<file path="src/rtl/wb_port_arbiter_if.sv">
// wb_port_arbiter_if: write-back requester handshakes and register file write port
interface wb_port_arbiter_if #(
  parameter int WORD_WIDTH    = 32,
  parameter int ADDRESS_WIDTH = 5
);
  logic                     alu_valid, alu_ready, mem_valid, mem_ready, WEN, alu_promoted;
  logic [ADDRESS_WIDTH-1:0] alu_rd, mem_rd, WA3;
  logic [WORD_WIDTH-1:0]    alu_data, mem_data, WD3;
  modport master (
    output alu_valid, alu_rd, alu_data, mem_valid, mem_rd, mem_data,
    input  alu_ready, mem_ready, WA3, WD3, WEN, alu_promoted
  );
  modport slave (
    input  alu_valid, alu_rd, alu_data, mem_valid, mem_rd, mem_data,
    output alu_ready, mem_ready, WA3, WD3, WEN, alu_promoted
  );
endinterface

</file>
<file path="src/rtl/wb_port_arbiter.sv">
// wb_port_arbiter: shares the register file write port between ALU and load write-back
module wb_port_arbiter #(
  parameter int WORD_WIDTH    = 32,
  parameter int ADDRESS_WIDTH = 5,
  parameter int STARVE_LIMIT  = 3
) (
  input  logic                 clk,
  input  logic                 rst_n,
  wb_port_arbiter_if.slave     bus
);
  localparam int CW = $clog2(STARVE_LIMIT + 1);
  localparam logic [CW-1:0] LIMIT = CW'(STARVE_LIMIT);
  logic                     run_q, live, promoted, alu_gnt, mem_gnt;
  logic [CW-1:0]            cnt_q, cnt_d;
  logic                     wen_q, wen_d;
  logic [ADDRESS_WIDTH-1:0] wa3_q, wa3_d;
  logic [WORD_WIDTH-1:0]    wd3_q, wd3_d;
  // run_q delays the first grant to the cycle after reset is sampled released
  always_comb begin
    live     = rst_n && run_q;
    promoted = rst_n && (cnt_q == LIMIT);
    alu_gnt  = live && bus.alu_valid && (!bus.mem_valid || promoted);
    mem_gnt  = live && bus.mem_valid && !alu_gnt;
    cnt_d    = (!bus.alu_valid || alu_gnt) ? '0 : (cnt_q == LIMIT) ? cnt_q : cnt_q + 1'b1;
    wen_d    = alu_gnt ? |bus.alu_rd : mem_gnt ? |bus.mem_rd : 1'b0;
    wa3_d    = alu_gnt ? bus.alu_rd : mem_gnt ? bus.mem_rd : wa3_q;
    wd3_d    = alu_gnt ? bus.alu_data : mem_gnt ? bus.mem_data : wd3_q;
  end
  always_ff @(posedge clk) begin
    if (!rst_n) begin
      run_q <= 1'b0;
      cnt_q <= '0;
      wen_q <= 1'b0;
      wa3_q <= '0;
      wd3_q <= '0;
    end else begin
      run_q <= 1'b1;
      cnt_q <= run_q ? cnt_d : '0;
      wen_q <= wen_d;
      wa3_q <= wa3_d;
      wd3_q <= wd3_d;
    end
  end
  assign bus.alu_ready    = alu_gnt;
  assign bus.mem_ready    = mem_gnt;
  assign bus.alu_promoted = promoted;
  assign bus.WEN          = wen_q;
  assign bus.WA3          = wa3_q;
  assign bus.WD3          = wd3_q;
endmodule

</file>
<file path="src/flat_wrapper.sv">
// flat-port wrapper written by rule: the top's interface ports become plain ports
module wb_port_arbiter_flat 
#(
  parameter int WORD_WIDTH    = 32,
  parameter int ADDRESS_WIDTH = 5,
  parameter int STARVE_LIMIT  = 3
)
  (clk, rst_n, bus_alu_valid, bus_alu_rd, bus_alu_data, bus_mem_valid, bus_mem_rd, bus_mem_data, bus_alu_ready, bus_mem_ready, bus_WA3, bus_WD3, bus_WEN, bus_alu_promoted);
  wb_port_arbiter_if #(.WORD_WIDTH(WORD_WIDTH), .ADDRESS_WIDTH(ADDRESS_WIDTH)) bus_i ();
  input  logic clk;
  input  logic rst_n;
  input wire logic [$bits(bus_i.alu_valid)-1:0] bus_alu_valid;
  input wire logic [$bits(bus_i.alu_rd)-1:0] bus_alu_rd;
  input wire logic [$bits(bus_i.alu_data)-1:0] bus_alu_data;
  input wire logic [$bits(bus_i.mem_valid)-1:0] bus_mem_valid;
  input wire logic [$bits(bus_i.mem_rd)-1:0] bus_mem_rd;
  input wire logic [$bits(bus_i.mem_data)-1:0] bus_mem_data;
  output wire logic [$bits(bus_i.alu_ready)-1:0] bus_alu_ready;
  output wire logic [$bits(bus_i.mem_ready)-1:0] bus_mem_ready;
  output wire logic [$bits(bus_i.WA3)-1:0] bus_WA3;
  output wire logic [$bits(bus_i.WD3)-1:0] bus_WD3;
  output wire logic [$bits(bus_i.WEN)-1:0] bus_WEN;
  output wire logic [$bits(bus_i.alu_promoted)-1:0] bus_alu_promoted;
  assign bus_i.alu_valid = bus_alu_valid;
  assign bus_i.alu_rd = bus_alu_rd;
  assign bus_i.alu_data = bus_alu_data;
  assign bus_i.mem_valid = bus_mem_valid;
  assign bus_i.mem_rd = bus_mem_rd;
  assign bus_i.mem_data = bus_mem_data;
  assign bus_alu_ready = bus_i.alu_ready;
  assign bus_mem_ready = bus_i.mem_ready;
  assign bus_WA3 = bus_i.WA3;
  assign bus_WD3 = bus_i.WD3;
  assign bus_WEN = bus_i.WEN;
  assign bus_alu_promoted = bus_i.alu_promoted;
  wb_port_arbiter #(.WORD_WIDTH(WORD_WIDTH), .ADDRESS_WIDTH(ADDRESS_WIDTH), .STARVE_LIMIT(STARVE_LIMIT)) u_core (.clk(clk), .rst_n(rst_n), .bus(bus_i));
endmodule
</file>
<file path="config.mk">
export PLATFORM = sky130hd
export DESIGN_NAME = wb_port_arbiter_flat
export DESIGN_NICKNAME = d
export VERILOG_FILES = /design/src/rtl/wb_port_arbiter_if.sv /design/src/rtl/wb_port_arbiter.sv /design/src/flat_wrapper.sv
export SDC_FILE = /design/constraint.sdc
export NUM_CORES = 1
export LEC_CHECK = 0
export CORE_MARGIN = 5
export CORE_UTILIZATION = 37
export CTS_BUF_LIST = sky130_fd_sc_hd__clkbuf_8
export DETAILED_ROUTE_END_ITERATION = 10
export HOLD_SLACK_MARGIN = 0.03
export PLACE_DENSITY = 0.91
export SYNTH_ARGS = -nofsm -noshare
export SYNTH_HDL_FRONTEND = slang
export SYNTH_SLANG_ARGS = --single-unit
</file>
<file path="constraint.sdc">
create_clock -name clk -period 1.8 [get_ports clk]
set_input_delay 0.36 -clock clk [delete_from_list [all_inputs] [get_ports clk]]
set_output_delay 0.36 -clock clk [all_outputs]
set_load 0.02 [all_outputs]
</file>
==> impl_metrics.csv, run 1 <==
group,metric,value,unit
power_and_ir_drop,p_comb_share,23.7,%
final_layout,dominant_cells,"non-clock buffers",
route,first_pass_iters,4,
floorplanning,tapCellCount,67,
logic_synthesis,synthCells,230,
logic_synthesis,synth.avg_cell_area,7.93,um^2
route,drc,0,
final_timing,setup_viol,0,
worst_setup_path,cp.buffers_inverters,2,
worst_setup_path,r2r_slack,0.39,ns
final_layout,inv_count,2,
power_and_ir_drop,internal_power,0.00159,W
worst_setup_path,crit_end,"bus_mem_ready",
power_and_ir_drop,switching_share,25.8,%
logic_synthesis,ff_type,"dfxtp_1",
logic_synthesis,simple_gate_share,19.1,%
logic_synthesis,area_leaders,"dfxtp_1 45%, nand2_1 15%, o31ai_1 15%",
clock_tree,cts_tree,"built",
logic_synthesis,ys_sh_adder,0.686,%
worst_setup_path,required,1.44,ns
power_and_ir_drop,pwr-share-clk,30.5,%
hold_path,min-delay-start,"u_core.bus.WD3[20]",
logic_synthesis,synthTopCellsByCount,"74 x nand2_1, 41 x dfxtp_1, 37 x a31oi_1, 37 x o31ai_1, 13 x clkbuf_1",
final_layout,largest_register_ffs,32,
global_route,grt_use_met3,5.16,%
final_layout,fill_cells,427,
final_timing,min_period,1.70,ns
final_layout,antenna_cells,0,
final_layout,comb_area,913,um^2
clock_tree,cts_hold_repair.buffers,0,
flow_run,log.warning_count,26,
final_timing,fin_skew,0.00657,ns
global_route,grtUsageMet1,23.9,%
final_timing,timing.fmax,0.588,GHz
power_and_ir_drop,power_frac_seq,45.8,%
global_route,grt_overflow,0,
worst_setup_path,cpLargestDelayFamily,"flip-flops",
final_layout,num-nonclk-buffers,126,
worst_setup_path,reg2reg_from,"u_core.cnt_q[0]",
route,wl_met2,3220,um
logic_synthesis,edf_count,0,
worst_setup_path,critPathSlowestCell,"dfxtp_1",
final_layout,final_nets,418,
logic_synthesis,yosys_area,1820,um^2
final_timing,finalCritPeriodShare,94.6,%
final_timing,tightest_slew,0.451,ns
logic_synthesis,synthesis.nets,309,
clock_tree,path_clk_slew,0.08,ns
logic_synthesis,most_common_cell,"nand2_1",
hold_path,holdPathStages,2,
flow_run,cap_violations,0,
final_timing,drv_slew,0,
floorplanning,io_pins,119,
worst_setup_path,path_cells,"ha_4, nor2b_4, or2_1, inv_2, nor2_2, buf_6",
worst_setup_path,critPathKind,"reg -> out",
final_layout,comb_share,28.7,%
worst_setup_path,rr_endpoint,"u_core.bus.WD3[0]",
final_layout,drive_above_1_share,7.06,%
global_route,grtUsageMet2,34.5,%
final_layout,layout_top_cells,"112 x clkdlybuf4s50_1, 74 x nand2_1, 41 x dfxtp_1",
clock_tree,clock_sinks,41,
worst_setup_path,endpoint_kind,"primary output",
global_route,grt_max_degree,40,
outcome,outcome,"finished, final reports clean",
clock_tree,cts_root_buffer,"clkbuf_8",
clock_tree,postCtsSetupRepairBufs,0,
logic_synthesis,ys_seq_share,45.0,%
-- run 1: power groups by stage --
| stage | clock network (W) | registers, W | logic, W |
|---|---|---|---|
| 2_1_floorplan | 0 | 0.00106 | 0.000138 |
| 3_3_place_gp | 0 | 0.00100 | 0.000496 |
| 3_5_place_dp | 0 | 0.00100 | 0.000507 |
| 4_1_cts | 0.000675 | 0.000980 | 0.000509 |
| 5_1_grt | 0.000723 | 0.000988 | 0.000539 |
| 6_report | 0.000654 | 0.000981 | 0.000506 |
-- run 1: metrics by stage --
step                TNS (ns)  cells
floorplan                  0    230
global placement       -3.62    399
detailed placement     -4.97    399
CTS                        0    407
global route               0    407
finish                     0    407
-- run 1: what timing repair did --
item / in CTS / in global routing
pin swaps: 0 / 2
gates cloned: 0 / 0
endpoints found under the setup margin: 3 / 2
gates resized: 17 / 3
==> run_1/m2.png <==
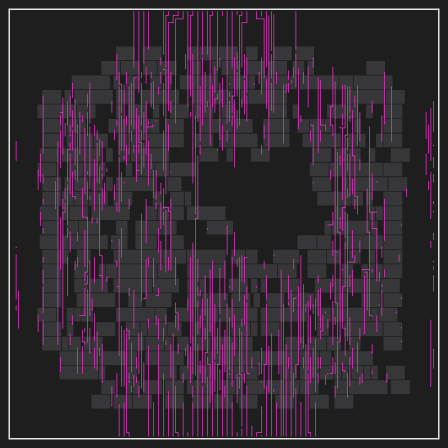
share of all routed wire = 50%
nets with wire on the layer = 350
wire length on this layer = 3220 um

==> run_1/util_map.png <==
8 x 8 tiles, from white (low) to dark blue (high), 0 to 100% covered.
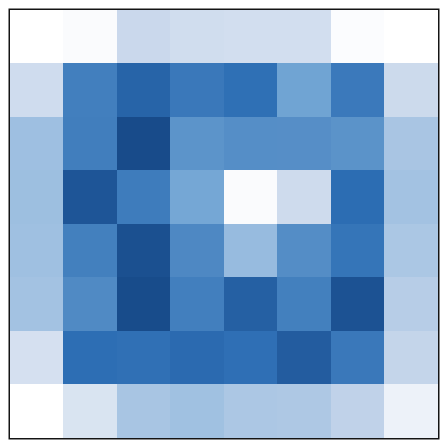
mean over tiles = 48%
tiles over 75% full = 16%
fullest tile = 89%
nearly empty tiles = 6.2%
emptiest ninth of the die = north-east

==> run_1/ff_map.png <==
Other sequential cells in the stronger grey, the rest of the logic in the fainter grey.
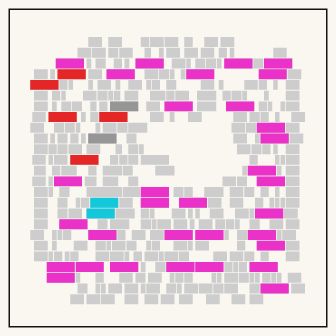
cyan -> `u_core.cnt_q`  # placed flops 2
magenta -> `u_core.bus.WD3`  # placed flops 32, where spread over the die
red -> `u_core.bus.WA3`  # placed flops 5
not coloured = 2
register area: 821 um^2
fin util: 66.9%

==> run 2: changes to the inputs <==
Settings changed: CAP_MARGIN set to 0, PLACE_DENSITY 0.91 to 0.82.
==> impl_metrics.csv, run 2 <==
group,metric,value,unit
outcome,outcome,"finished, final reports clean",
power_and_ir_drop,p_comb_share,24.1,%
route,drc,0,
clock_tree,cts_tree,"built",
worst_setup_path,critPathSlowestCell,"dfxtp_1",
final_timing,tightest_slew,0.445,ns
final_timing,tns,0,ns
power_and_ir_drop,power_frac_seq,47.1,%
final_layout,drive_above_1_share,7.60,%
worst_setup_path,cp.buffers_inverters,2,
power_and_ir_drop,pg_clk,0.000600,W
worst_setup_path,cpLargestDelayFamily,"flip-flops",
final_layout,comb_share,28.8,%
clock_tree,postCtsSetupRepairBufs,0,
power_and_ir_drop,maxPowerGroup,"sequential cells",
logic_synthesis,ff_type,"dfxtp_1",
final_timing,finalCritPeriodShare,93.9,%
global_route,grt_max_degree,40,
global_route,grt_overflow,0,
power_and_ir_drop,powerSeq,0.000981,W
global_route,grtUsageMet2,33.3,%
global_route,grt_use_met3,4.26,%
logic_synthesis,synth.avg_cell_area,7.93,um^2
final_layout,fin_util,66.7,%
final_layout,final_nets,421,
final_timing,setup_viol,0,
route,wl_met2,3150,um
worst_setup_path,critPathKind,"reg -> out",
logic_synthesis,synthTopCellsByCount,"74 x nand2_1, 41 x dfxtp_1, 37 x a31oi_1, 37 x o31ai_1, 13 x clkbuf_1",
floorplanning,io_pins,119,
clock_tree,cts_hold_repair.buffers,0,
worst_setup_path,required,1.44,ns
clock_tree,cts.repair.resized,14,
final_layout,regArea,822,um^2
final_timing,fin_skew,0.00835,ns
clock_tree,cts_root_buffer,"clkbuf_8",
final_layout,layout_top_cells,"112 x clkdlybuf4s50_1, 74 x nand2_1, 40 x dfxtp_1",
logic_synthesis,yosys_area,1820,um^2
floorplanning,tapCellCount,67,
logic_synthesis,most_common_cell,"nand2_1",
logic_synthesis,ys_seq_share,45.0,%
final_layout,fin_cells,409,
place,dp.cells,402,
worst_setup_path,r2r_slack,0.36,ns
final_layout,inv_count,2,
logic_synthesis,synthCells,230,
clock_tree,clock_sinks,41,
flow_run,log.warning_count,26,
final_layout,num-nonclk-buffers,129,
flow_run,cap_violations,0,
power_and_ir_drop,internal_power,0.00154,W
logic_synthesis,synthesis.nets,309,
final_timing,timing.fmax,0.592,GHz
logic_synthesis,area_leaders,"dfxtp_1 45%, nand2_1 15%, o31ai_1 15%",
worst_setup_path,endpoint_kind,"primary output",
final_layout,fill_cells,437,
clock_tree,path_clk_slew,0.08,ns
power_and_ir_drop,power_combinational,0.000501,W
worst_setup_path,reg2reg_from,"u_core.cnt_q[0]",
[run 2: logic make-up (layout without fill, tap and decap cells)]
group,after synthesis,count (layout),synth area share [%]
DFF,41,41,45.0
muxes,1,1,0.549
adders and majority gates,1,1,0.686
and+or+nand+nor,86,86,19.1
AOI/OAI and AO/OA,75,75,28.2
buffers and inverters,26,138,6.45
[run 2: worst max-delay path by stage]
stage	start	endpoint	depth (start not counted)
after floorplan	u_core.cnt_q[0]	bus_mem_ready	6
final	u_core.cnt_q[1]	bus_mem_ready	6
after detailed placement	bus_mem_valid	bus_mem_ready	6
after global placement	bus_mem_valid	bus_mem_ready	6
after global routing	u_core.cnt_q[1]	bus_mem_ready	6
after CTS	bus_alu_valid	bus_mem_ready	6
==> run_2/m1.png <==
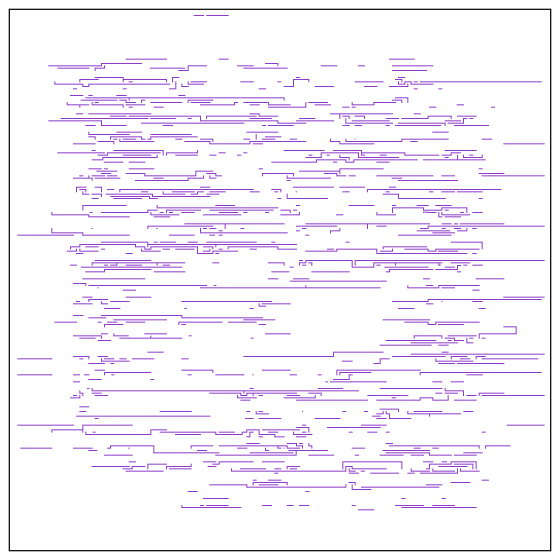
main direction = horizontal
wire length on this layer = 2720 um
nets with wire on the layer = 358
met1 GRT Util: 24.7%
drt total wl: 6450 um
detailed-route via count: 2100

Power figures rest on the tool's default switching activity, not on a simulated workload.
